**Routed metal per tile**

Bar = 50 um. The die is cut into 21 by 14 equal tiles; dark blue is low, red is high, scaled to the fullest tile. Values are wire area over tile area, all layers added.
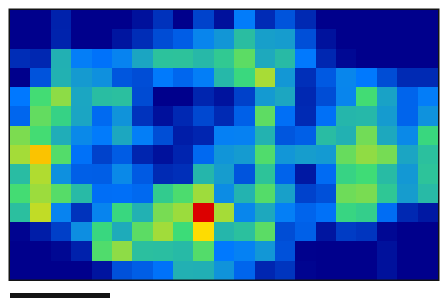
**Track usage over the die**

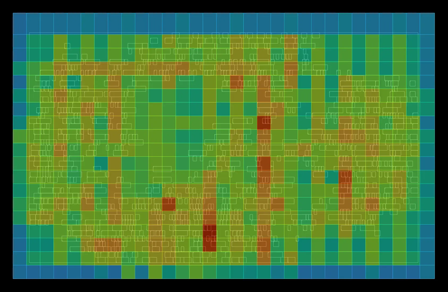
**Sequential cells grouped by signal name**

Bar = 50 um.
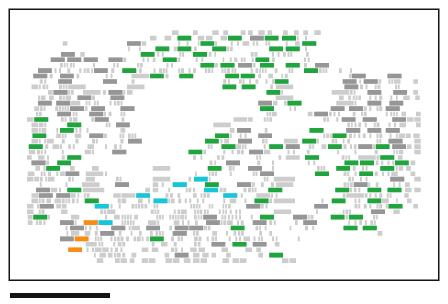
**Wiring by layer**

Bar = 50 um.
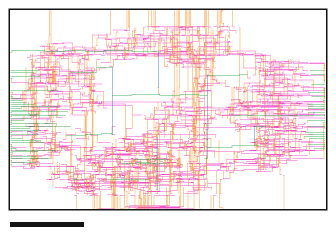
**src/rtl/systolic_feeder.sv**
```systemverilog
// systolic_feeder: input-side driver for an N x N systolic mesh.
// Takes one k-slice per beat (column k of A, row k of B), skews it into
// the row/column edge streams the mesh expects, zero-pads the tail during
// FLUSH, and drives the mesh clear/load controls for one product per start.
module systolic_feeder #(
    parameter int DATA_W = 8,
    parameter int N      = 4,
    parameter int KW     = 8
) (
    input  logic                clk,
    input  logic                rst,
    input  logic                start,
    input  logic [KW-1:0]       k_len,
    output logic                busy,
    input  logic                in_valid,
    output logic                in_ready,
    input  logic [N*DATA_W-1:0] a_vec,
    input  logic [N*DATA_W-1:0] b_vec,
    output logic                pe_clr,
    output logic                pe_load,
    output logic [N*DATA_W-1:0] a_edge,
    output logic [N*DATA_W-1:0] b_edge,
    output logic                done
);

    // Zero-padding cycles needed to push the last slice through the
    // deepest skew row and across the mesh to PE(N-1,N-1).
    localparam int FLUSH_LEN = 2 * N - 2;
    localparam int FW        = (FLUSH_LEN > 1) ? $clog2(FLUSH_LEN) : 1;
    // Unreachable when N = 1 (FLUSH is skipped), so its value there is moot.
    localparam logic [FW-1:0] FLUSH_LAST = FW'(FLUSH_LEN - 1);

    typedef enum logic [2:0] {
        S_IDLE,
        S_CLEAR,
        S_FEED,
        S_FLUSH,
        S_DRAIN,
        S_DONE
    } state_t;

    state_t        state;
    state_t        state_nxt;
    logic [KW-1:0] k_reg;
    logic [KW-1:0] beat_cnt;
    logic [FW-1:0] flush_cnt;
    logic          accept;
    logic          advance;
    logic          last_beat;
    logic          last_flush;
    logic          clr_stages;

    // A beat is taken only while FEED presents in_ready.
    assign accept     = in_ready && in_valid;
    // Every advance moves all skew stages one step and earns one mesh MAC.
    assign advance    = accept || (state == S_FLUSH);
    assign last_beat  = (beat_cnt == k_reg - KW'(1));
    assign last_flush = (flush_cnt == FLUSH_LAST);
    assign clr_stages = (state == S_CLEAR);

    // State register.
    // NOTE: clocked state uses non-blocking (<=) so every flop samples the
    // pre-edge values; blocking here would create simulation order races.
    always_ff @(posedge clk) begin
        if (rst) begin
            state <= S_IDLE;
        end else begin
            state <= state_nxt;
        end
    end

    // Next-state and Moore outputs decoded from the current state.
    // NOTE: every output gets a default first, so no path through the case
    // leaves one unassigned and no latch is inferred.
    always_comb begin
        state_nxt = state;
        busy      = 1'b1;
        in_ready  = 1'b0;
        pe_clr    = 1'b0;
        done      = 1'b0;
        unique case (state)
            S_IDLE: begin
                busy = 1'b0;
                if (start) begin
                    state_nxt = S_CLEAR;
                end
            end
            S_CLEAR: begin
                pe_clr    = 1'b1;
                state_nxt = (k_reg == '0) ? S_DONE : S_FEED;
            end
            S_FEED: begin
                in_ready = 1'b1;
                if (in_valid && last_beat) begin
                    state_nxt = (FLUSH_LEN == 0) ? S_DRAIN : S_FLUSH;
                end
            end
            S_FLUSH: begin
                if (last_flush) begin
                    state_nxt = S_DRAIN;
                end
            end
            S_DRAIN: begin
                state_nxt = S_DONE;
            end
            S_DONE: begin
                done      = 1'b1;
                state_nxt = S_IDLE;
            end
            default: begin
                state_nxt = S_IDLE;
            end
        endcase
    end

    // Capture K on an accepted start; later k_len changes are ignored.
    always_ff @(posedge clk) begin
        if (rst) begin
            k_reg <= '0;
        end else if (state == S_IDLE && start) begin
            k_reg <= k_len;
        end
    end

    // Count accepted beats of the current product.
    always_ff @(posedge clk) begin
        if (rst || clr_stages) begin
            beat_cnt <= '0;
        end else if (accept) begin
            beat_cnt <= beat_cnt + KW'(1);
        end
    end

    // Count FLUSH cycles; held at zero outside FLUSH.
    always_ff @(posedge clk) begin
        if (rst || state != S_FLUSH) begin
            flush_cnt <= '0;
        end else begin
            flush_cnt <= flush_cnt + FW'(1);
        end
    end

    // Mesh load follows the advance one cycle later, aligned with the
    // registered edge data, so a stall freezes the mesh without re-MACing.
    always_ff @(posedge clk) begin
        if (rst) begin
            pe_load <= 1'b0;
        end else begin
            pe_load <= advance;
        end
    end

    // Skew lines: row/column i has i+1 stages, stage 0 in the LSB chunk and
    // the edge output taken from the MSB chunk.
    for (genvar i = 0; i < N; i++) begin : g_skew
        localparam int W = (i + 1) * DATA_W;

        logic [W-1:0]      a_sr;
        logic [W-1:0]      b_sr;
        logic [DATA_W-1:0] a_in;
        logic [DATA_W-1:0] b_in;

        // Real data only while feeding; zeros pad the tail in FLUSH.
        assign a_in = (state == S_FEED) ? a_vec[i*DATA_W +: DATA_W] : '0;
        assign b_in = (state == S_FEED) ? b_vec[i*DATA_W +: DATA_W] : '0;

        // Shift row i of A on each advance; cleared on reset and in CLEAR.
        always_ff @(posedge clk) begin
            if (rst || clr_stages) begin
                a_sr <= '0;
            end else if (advance) begin
                a_sr <= (a_sr << DATA_W) | W'(a_in);
            end
        end

        // Shift column i of B on each advance; cleared on reset and in CLEAR.
        always_ff @(posedge clk) begin
            if (rst || clr_stages) begin
                b_sr <= '0;
            end else if (advance) begin
                b_sr <= (b_sr << DATA_W) | W'(b_in);
            end
        end

        assign a_edge[i*DATA_W +: DATA_W] = a_sr[W-1 -: DATA_W];
        assign b_edge[i*DATA_W +: DATA_W] = b_sr[W-1 -: DATA_W];
    end

endmodule

```
**config.mk**
```make
export PLATFORM = sky130hd
export DESIGN_NAME = systolic_feeder
export DESIGN_NICKNAME = d
export VERILOG_FILES = /design/src/rtl/systolic_feeder.sv
export SDC_FILE = /design/constraint.sdc
export NUM_CORES = 1
export LEC_CHECK = 0
export ABC_AREA = 1
export CORE_ASPECT_RATIO = 0.6
export CORE_MARGIN = 8
export CORE_UTILIZATION = 30
export CTS_CLUSTER_SIZE = 24
export DETAILED_ROUTE_END_ITERATION = 10
export PLACE_DENSITY = 0.6
export SLEW_MARGIN = 5
export SYNTH_ARGS = -nofsm -noshare
export SYNTH_HDL_FRONTEND = slang
export SYNTH_SLANG_ARGS = --single-unit
```
**constraint.sdc**
```tcl
create_clock -name clk -period 2.95 [get_ports clk]
set_input_delay 0.4425 -clock clk [delete_from_list [all_inputs] [get_ports clk]]
set_output_delay 0.4425 -clock clk [all_outputs]
set_load 0.1 [all_outputs]
```
==> impl_metrics.tcl <==
# metrics dict for downstream scripts
set metrics [dict create \
    outcome "complete, no violations" \
    fin_ws_ps 920 \
    clk_latency_ps 420 \
    cts_buffers 17 \
    p_sw_frac 0.462 \
    worst_hold_slack_ps 457 \
    peakVddDrop_mv 0.574 \
    drt_pre_antenna_iters 4 \
    fillers 2482 \
    max_clock_freq_mhz 493 \
    max_slew_margin 0.467 \
    synth_flops 183 \
    post_dp_cell_area_um2 8280 \
    fin_setup_tns_ps 0 \
    finalMaxSlewViolations 0 \
    clockBufferDepth 2 \
    worstPathMaxFanout 4 \
    ys_area_um2 7090 \
    edf_count 0 \
    fp.dieW_um 215 \
    synthesis.area_um2 7090 \
    top_area_cell "dfxtp_1" \
    cp.arrival_ps 1590 \
    yosys_warnings 0 \
    die_area_um2 29000 \
    top_area_frac 0.516 \
    p_int_mw 5.56 \
    hp-class "reg -> reg" \
    path_clk_slew_ps 60 \
    final_hold_viol_count 0 \
    rsz0062_at_grt "false" \
    switching_power_mw 4.78 \
    vias_per_cell 4.35 \
    fin_crit_ps 2030 \
    fp_nets 1015 \
    setup.worst_path.class "reg -> out" \
    stdcell_count 1330 \
    maxCapViolCount 0 \
]
Notes on 'routed metal per tile' above:
The fullest tile reaches 0.39. The densest ninth of the die: south. The emptiest ninth of the die: north-east.

Notes on 'track usage over the die' above:
GRT Max-Usage Layer: met2
GR Util met3: 0.0509
Core Util, Final: 0.384
routed len/inst: 13.4 um
global routing met2 resource utilization: 0.181

Notes on 'sequential cells grouped by signal name' above:
Key: state = orange [placed flops 3]; g_skew.a_sr = green [placed flops 80, where spread over the die]; beat_cnt = cyan [placed flops 8]
Another 92 sequential cells are not coloured.
FF/Latch Area: 3660 um2
Seq/total area: 0.412
Seq. pwr: 3.33 mW

Notes on 'wiring by layer' above:
Key: met1 = magenta [wire length 9130 um]; met3 = green [wire length 1250 um]; met2 = orange [wire length 7230 um]; met4 = blue [wire length 175 um]
GRT Overall Usage: 0.123
final wirelength: 17.8 mm
vias after detailed routing: 5785

==> worst paths after layout <==
check                                        end                           start  cells past startpoint
hold / removal    g_skew[3].b_sr[1]$_SDFFE_PP0P_  g_skew[3].b_sr[1]$_SDFFE_PP0P_                      2
setup / recovery                          pe_clr           state[0]$_SDFFE_PP0P_                      3
hold reg to reg   g_skew[3].b_sr[1]$_SDFFE_PP0P_  g_skew[3].b_sr[1]$_SDFFE_PP0P_                      2
setup reg to reg        beat_cnt[6]$_SDFFE_PP0P_           state[1]$_SDFFE_PP0P_                      7
==> layer usage <==
| layer | share of wire | vias up | track usage | routed length [um] |
|---|---|---|---|---|
| li1 | - | 3069 | - | - |
| met1 | 0.51 | 2596 | 0.164 | 9130 |
| met2 | 0.41 | 106 | 0.181 | 7230 |
| met3 | 0.070 | 14 | 0.0509 | 1250 |
| met4 | 0.0098 | 0 | 0.0296 | 174 |
| met5 | 0 | - | 0 | 0 |
==> cells in the mapped netlist (2+ instances only) <==
library cell and count:
xor2_1 2, nand2_1 169, inv_1 29, a21oi_1 81, xnor2_1 3, o21ai_0 103, ha_1 5, buf_4 54
nor2_1 218, nor3_2 2, nand3_1 14, dfxtp_1 183, nor3_1 3, o21ai_1 7, inv_2 4, clkbuf_1 26
nor4_1 2, buf_2 20
==> worst max-delay path, stage by stage (launching register included) <==
cell,delay (ps)
dfxtp_1,440
inv_1,130
nor3_2,250
buf_4,350
==> cell type report <==
class	count	area, um2	area share
Clock buffer	19	453	0.0510
Clock inverter	11	150	0.0169
Inverter	33	125	0.0141
Multi-Input combinational cell	617	2710	0.305
Sequential cell	183	3660	0.412
Tap cell	315	394	0.0444
Timing Repair Buffer	152	1390	0.157
==> power by group through the flow <==
| stage | Combinational (mW) | Clock, mW | Sequential (mW) |
|---|---|---|---|
| after detailed placement | 4.71 | 0 | 3.39 |
| after global placement | 4.69 | 0 | 3.38 |
| after CTS | 4.72 | 2.42 | 3.34 |
| after global routing | 5.11 | 2.52 | 3.40 |
| final | 4.66 | 2.35 | 3.33 |
| after floorplan | 3.82 | 0 | 3.48 |
==> kinds of logic after synthesis <==
logic type               count (synthesis)  share of synthesized area
flip-flops                             183                      0.516
AND/OR/NAND/NOR                        415                      0.230
adder cells (fa/ha/maj)                  5                    0.00882
AND-OR/OR-AND                          192                      0.136
buffers and inverters                  134                      0.103
XOR/XNOR                                 5                    0.00618
==> cell usage in the layout (no fill, tap or decap), types with 2 or more instances in the layout <==
cell / n
inv_1: 29
clkinv_4: 3
o21ai_1: 7
xor2_1: 2
nor2_1: 218
xnor2_1: 3
nor3_1: 2
o21ai_0: 103
clkbuf_8: 2
nand2_2: 2
clkbuf_16: 17
nor3_2: 3
a21oi_1: 81
nand3_1: 14
inv_2: 3
dfxtp_1: 183
clkdlybuf4s50_1: 75
buf_12: 5
clkinv_2: 3
nor4_1: 2
bufinv_16: 3
clkinvlp_4: 2
ha_1: 5
buf_4: 72
nand2_1: 168
No activity file was given, so power comes from the tool's default toggle rates.
